### src/rtl/keypad_scanner.sv
// ---------------------------------------------------------------------------
// keypad_scanner
//
// Scans a 4x4 matrix keypad (Pmod KYPD layout). One column is driven low at a
// time; the four active-low row returns are synchronized, captured once per
// column step and assembled into a 16-bit frame. Whole frames are debounced
// and each newly accepted key is reported as a one-cycle strobe with its hex
// code. The last four accepted codes are kept in a shift history that feeds
// the seven-segment digit inputs.
//
// Optional feature: define KEYPAD_HISTORY_EN to build the digit history
// register. Without it, digits is tied to 16'h0000.
//
// Parameters:
//   SCAN_DIV        clock cycles per column step (>= 4)
//   DEBOUNCE_SCANS  consecutive identical frame results to accept a change (>= 1)
//
// Ports:
//   clk        in   system clock
//   rst_n      in   asynchronous, active-low reset
//   row[3:0]   in   row returns, active low, asynchronous to clk
//   col[3:0]   out  column drive, active low, exactly one bit low
//   key_code   out  code of the most recently accepted key
//   key_valid  out  one-cycle strobe when a new key is accepted
//   key_held   out  high while the debounced state is a single pressed key
//   digits     out  last four accepted codes, newest in [3:0]
// ---------------------------------------------------------------------------
module keypad_scanner #(
    parameter int SCAN_DIV       = 50000,
    parameter int DEBOUNCE_SCANS = 4
) (
    input  logic        clk,
    input  logic        rst_n,
    input  logic [3:0]  row,
    output logic [3:0]  col,
    output logic [3:0]  key_code,
    output logic        key_valid,
    output logic        key_held,
    output logic [15:0] digits
);

    localparam int DIV_W = $clog2(SCAN_DIV);
    localparam int CNT_W = $clog2(DEBOUNCE_SCANS + 1);
    localparam logic [DIV_W-1:0] DIV_LAST = DIV_W'(SCAN_DIV - 1);
    localparam logic [CNT_W-1:0] CNT_MAX  = CNT_W'(DEBOUNCE_SCANS);

    // A frame result or debounced state: either no key, or one key with code.
    typedef struct packed {
        logic       is_key;
        logic [3:0] code;
    } key_state_t;

    localparam key_state_t KEY_NONE = '0;

    // Frame bit index is {row, column}; map it to the printed key legend.
    function automatic logic [3:0] key_of(input logic [3:0] idx);
        logic [3:0] code;
        case (idx)
            4'd0:    code = 4'h1;
            4'd1:    code = 4'h2;
            4'd2:    code = 4'h3;
            4'd3:    code = 4'hA;
            4'd4:    code = 4'h4;
            4'd5:    code = 4'h5;
            4'd6:    code = 4'h6;
            4'd7:    code = 4'hB;
            4'd8:    code = 4'h7;
            4'd9:    code = 4'h8;
            4'd10:   code = 4'h9;
            4'd11:   code = 4'hC;
            4'd12:   code = 4'h0;
            4'd13:   code = 4'hF;
            4'd14:   code = 4'hE;
            default: code = 4'hD;
        endcase
        return code;
    endfunction

    // Registers
    logic [3:0]       row_meta_q, row_sync_q;
    logic [DIV_W-1:0] div_cnt_q, div_cnt_d;
    logic [1:0]       col_idx_q, col_idx_d;
    logic [15:0]      frame_q, frame_d;
    key_state_t       cand_q, cand_d;
    logic [CNT_W-1:0] cnt_q, cnt_d;
    key_state_t       stable_q, stable_d;
    logic             key_valid_q, key_valid_d;
    logic [3:0]       key_code_q, key_code_d;

    // Combinational helpers
    logic             sample;
    logic             frame_end;
    logic [3:0]       pressed;
    logic [15:0]      frame_now;
    logic [4:0]       n_down;
    logic [3:0]       hit_idx;
    logic             multi;
    key_state_t       res;

    assign sample    = (div_cnt_q == DIV_LAST);
    assign frame_end = sample && (col_idx_q == 2'd3);
    assign pressed   = ~row_sync_q;

    assign div_cnt_d = sample ? '0 : div_cnt_q + DIV_W'(1);
    assign col_idx_d = sample ? col_idx_q + 2'd1 : col_idx_q;

    // Capture this column's rows into the frame on the sample cycle. The
    // frame-end view merges the column-3 rows being captured right now so
    // the result is available without waiting another cycle.
    always_comb begin
        frame_d   = frame_q;
        frame_now = frame_q;
        for (int r = 0; r < 4; r++) begin
            if (sample) begin
                frame_d[{2'(r), col_idx_q}] = pressed[r];
            end
            frame_now[{2'(r), 2'd3}] = pressed[r];
        end
    end

    // Classify the completed frame.
    always_comb begin
        n_down  = '0;
        hit_idx = '0;
        for (int i = 0; i < 16; i++) begin
            n_down = n_down + 5'(frame_now[i]);
            if (frame_now[i]) begin
                hit_idx = 4'(i);
            end
        end
        multi = (n_down > 5'd1);
        if (n_down == 5'd0) begin
            res = KEY_NONE;
        end else begin
            res.is_key = 1'b1;
            res.code   = key_of(hit_idx);
        end
    end

    // Debounce and acceptance. Multi-key frames are ignored entirely, so a
    // ghosting chord never disturbs an ongoing count.
    always_comb begin
        cand_d      = cand_q;
        cnt_d       = cnt_q;
        stable_d    = stable_q;
        key_valid_d = 1'b0;
        key_code_d  = key_code_q;
        if (frame_end && !multi) begin
            if (res == cand_q) begin
                if (cnt_q != CNT_MAX) begin
                    cnt_d = cnt_q + CNT_W'(1);
                end
            end else begin
                cand_d = res;
                cnt_d  = CNT_W'(1);
            end
            if ((cnt_d == CNT_MAX) && (cand_d != stable_q)) begin
                stable_d = cand_d;
                if (cand_d.is_key) begin
                    key_valid_d = 1'b1;
                    key_code_d  = cand_d.code;
                end
            end
        end
    end

    always_ff @(posedge clk or negedge rst_n) begin
        if (!rst_n) begin
            row_meta_q  <= 4'hF;
            row_sync_q  <= 4'hF;
            div_cnt_q   <= '0;
            col_idx_q   <= 2'd0;
            frame_q     <= '0;
            cand_q      <= KEY_NONE;
            cnt_q       <= '0;
            stable_q    <= KEY_NONE;
            key_valid_q <= 1'b0;
            key_code_q  <= 4'h0;
        end else begin
            row_meta_q  <= row;
            row_sync_q  <= row_meta_q;
            div_cnt_q   <= div_cnt_d;
            col_idx_q   <= col_idx_d;
            frame_q     <= frame_d;
            cand_q      <= cand_d;
            cnt_q       <= cnt_d;
            stable_q    <= stable_d;
            key_valid_q <= key_valid_d;
            key_code_q  <= key_code_d;
        end
    end

`ifdef KEYPAD_HISTORY_EN
    logic [15:0] digits_q;

    // Shift in the new code on the same edge that raises key_valid.
    always_ff @(posedge clk or negedge rst_n) begin
        if (!rst_n) begin
            digits_q <= '0;
        end else if (key_valid_d) begin
            digits_q <= {digits_q[11:0], key_code_d};
        end
    end

    assign digits = digits_q;
`else
    assign digits = 16'h0000;
`endif

    assign col       = ~(4'b0001 << col_idx_q);
    assign key_code  = key_code_q;
    assign key_valid = key_valid_q;
    assign key_held  = stable_q.is_key;

endmodule

### config.mk
export PLATFORM = sky130hd
export DESIGN_NAME = keypad_scanner
export DESIGN_NICKNAME = d
export VERILOG_FILES = /design/src/rtl/keypad_scanner.sv
export SDC_FILE = /design/constraint.sdc
export NUM_CORES = 1
export LEC_CHECK = 0
export CORE_ASPECT_RATIO = 0.5
export CORE_MARGIN = 4
export CORE_UTILIZATION = 40
export DETAILED_ROUTE_END_ITERATION = 10
export PLACE_DENSITY = 0.66
export SLEW_MARGIN = 30
export SYNTH_ARGS = -nofsm -noshare
export SYNTH_HDL_FRONTEND = slang
export SYNTH_SLANG_ARGS = --single-unit
### constraint.sdc
create_clock -name clk -period 7.8 [get_ports clk]
set_input_delay 1.17 -clock clk [delete_from_list [all_inputs] [get_ports clk]]
set_output_delay 1.17 -clock clk [all_outputs]
set_load 0.02 [all_outputs]
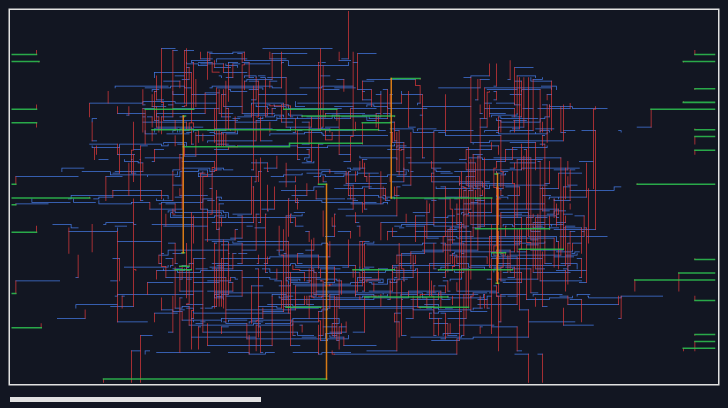
(routed metal, one colour a layer)
Bar = 50 microns.
colour	layer	wire length
red	M2	2840 microns
blue	M1	3590 microns
orange	M4	112 microns
green	M3	439 microns

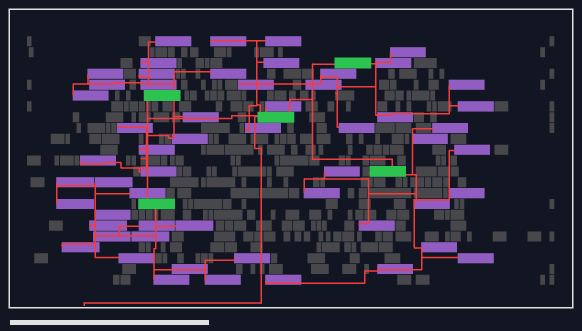
(routed clock nets over the placement)
Bar = 50 microns.
[red] clock wires | length: 805 microns
[purple] flip-flops | count: 56
[green] clock-net drivers | count: 5
flops lie	all over the die
routed clock nets	6

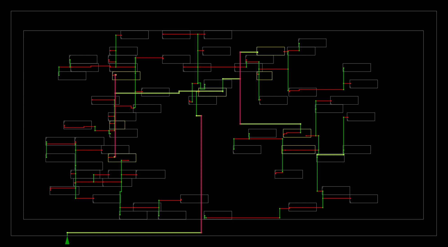
(clock nets)
Final Skew: 7.92 ps
Layout clock buffers: 7
Clk. pwr: 0.275 mW

==> qor.csv <==
stage;metric;value;unit
finish;largest reg by FF count;div_cnt_q;
power_and_ir_drop;P_int;0.485;mW
min_path;Hold Crit Start;row_meta_q[0];
logic_synthesis;Yosys Instances;366;
placed_design;Detailed Place HPWL;5050;microns
finish;Seq/total area;35.8;%
finish;NumNets Final;417;
floorplanning;die area;10500;sq um
route;drt initial violations;110;
setup_path;WP buf/inv;4;
placed_design;I/O Buffers;15;
run_status;status;complete, no violations;
clock_network;CTS sink count;56;
sta;relative slew slack;52.4;%
power_and_ir_drop;Pwr top;registers;
global_routing;grt ovf;0;
finish;Largest regs;div_cnt_q (16), frame_q (12), cand_q (5);
power_and_ir_drop;Net Switching;0.158;mW
logic_synthesis;Logic family by area;simple AND/OR/NAND/NOR gates;
finish;Top cells excl fill/tap;dfrtp_1, inv_1, nand2_1, o21ai_0, nor2_1;
finish;Leading cell kind;combinational gates;
logic_synthesis;Yosys top cell by area;dfrtp_1;
power_and_ir_drop;Total Power;0.643;mW
power_and_ir_drop;Seq pwr share;46.1;%
floorplanning;Rows;23;
finish;Flop Count;56;
logic_synthesis;Post-synth EDFFs;0;
logic_synthesis;cell with the most instances after synthesis;dfrtp_1;
setup_path;Crit path arrival time;6380;ps
power_and_ir_drop;Pwr per Cell Area;163;nW/um^2
setup_path;CP delay by family, top;adder cells;
logic_synthesis;Top cells by area;dfrtp_1, dfstp_2, fa_1;
logic_synthesis;post-synthesis area per instance;9.66;sq um
clock_network;clk slew on worst S/H paths;70;ps
clock_network;H-tree Lvls;2;
sta;max-slew violation count;0;
clock_network;PostCTS Resize Cnt;0;
clock_network;CTS Buffer Depth;2;
setup_path;Critical Path Most Common Cell;fa_1;
power_and_ir_drop;Gate power share;11.1;%
setup_path;Startpoint Class;flop;
global_routing;grt met1 use;20.3;%
logic_synthesis;synthesized netlist cell count;366;
placed_design;Placed Area;3740;sq um
finish;comb_multi_in;259;
finish;Final Cell Area;3940;sq um
power_and_ir_drop;Net Sw Frac;24.6;%
finish;Final clock-cell share;4.64;%
global_routing;grt peak-use layer;met2;
clock_network;root buffer cell;clkbuf_16;
route;met2 WL;2840;microns
setup_path;FF-to-FF setup slack;1620;ps
setup_path;Crit path required time;7990;ps
route;vias per inst;5.23;
logic_synthesis;Chip Area, Yosys;3540;sq um
logic_synthesis;Top cell area share;34.0;%
global_routing;met3 usage;3.40;%
route;vias;2605;
finish;FILL cells;776;
setup_path;worst path cell trace;fa_1 -> inv_1 -> fa_1 -> fa_1 -> inv_1 -> fa_1 -> inv_1 -> ha_1 -> fa_1 -> or4_1 -> o31ai_1 -> o211ai_1 -> clkbuf_4 -> o311a_1 -> a2111o_1 -> a21oi_1 -> mux2_2;
power_and_ir_drop;P_leak;1.77;nW
logic_synthesis;Synth Area in Simple Gates;18.2;%
clock_network;TritonCTS Buffers;5;
finish;ant diodes;0;
sta;Hold Worst Slack;356;ps
setup_path;Levels on crit path;17;
finish;number of ordinary inverters in the final layout;45;
global_routing;vias in the first global route;2404;
sta;period utilization;79.3;%
flow_run;Max-Cap Viols;0;
logic_synthesis;ys flops;56;
setup_path;slowest stage cell on the critical path;dfstp_2;
sta;Hold Fails Final Rpt;0;
global_routing;initial antenna violation count;0;
power_and_ir_drop;Comb group;0.0713;mW
finish;most frequent logic cell in the layout;dfrtp_1;
flow_run;Log Warnings;33;
logic_synthesis;distinct lib cells;64;
sta;f_max;0.162;GHz
logic_synthesis;area of the mapped netlist;3540;sq um
logic_synthesis;compound-gate portion of the synthesized area;14.4;%
setup_path;FF-to-FF Start;row_sync_q[3];
logic_synthesis;mux frac, synth;3.04;%
placed_design;pre-CTS setup slack;1500;ps
power_and_ir_drop;clock share of power;42.8;%
logic_synthesis;XOR Share, Synth;3.96;%
floorplanning;# Taps;112;
clock_network;Late-Pin Clk Latency;300;ps
setup_path;maximum fanout along the worst path;11;
placed_design;placed cells;489;
logic_synthesis;top cells by count;dfrtp_1, inv_1, nand2_1;
setup_path;CP Capture Type;flop;
setup_path;R2R Path End;stable_q[0];
setup_path;slowest stage delay, CP;610;ps
finish;area grow syn2layout;11.4;%
global_routing;largest net degree at the start of global routing;57;
placed_design;placer congestion estimate;0.821;
setup_path;kind of critical path;reg2reg;
finish;max reg flops;16;
global_routing;met2 Use GR;21.0;%
route;Routed Wire Length;6980;microns
power_and_ir_drop;P_seq;0.297;mW
finish;Final Util;47.5;%
logic_synthesis;Synth Seq Share;39.9;%
min_path;WHS Endpoint;row_sync_q[0];
route;DRC errors left;0;
logic_synthesis;Adder Share, Synth;11.3;%
finish;share of cells above drive strength 1;9.59;%
finish;Reg area;1410;sq um
logic_synthesis;synth warn;0;
finish;Non-clock buffer share;4.26;%
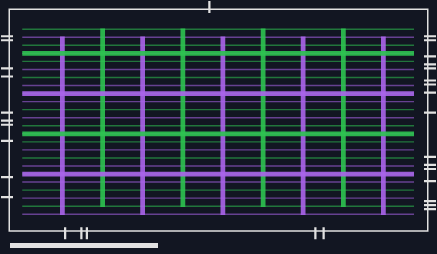
(supply network)
Bar = 50 microns. Pins as bars on the die edge.
colour	net
purple	VSS
green	VDD
met5 straps	4
met4 straps	9
signal pins	32
met1 rails	24
Die Span Y: 74.5 microns
peak supply drop: 76.9 uV
Chip Width: 141 microns
CORE AREA: 8290 sq um

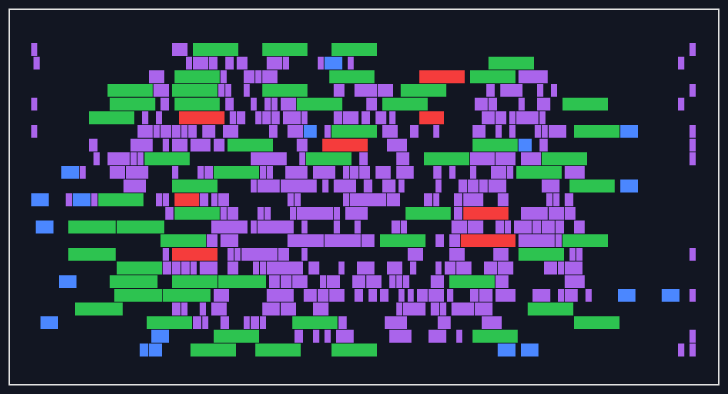
(cells coloured by class)
colour	class	cells	share of their area
red	clock drivers and dummy loads	8	4.8%
blue	remaining buffers and delay cells	18	4.4%
purple	remaining logic cells	304	54%
green	sequential cells	56	37%

Power is estimated from default activity; no workload was simulated.
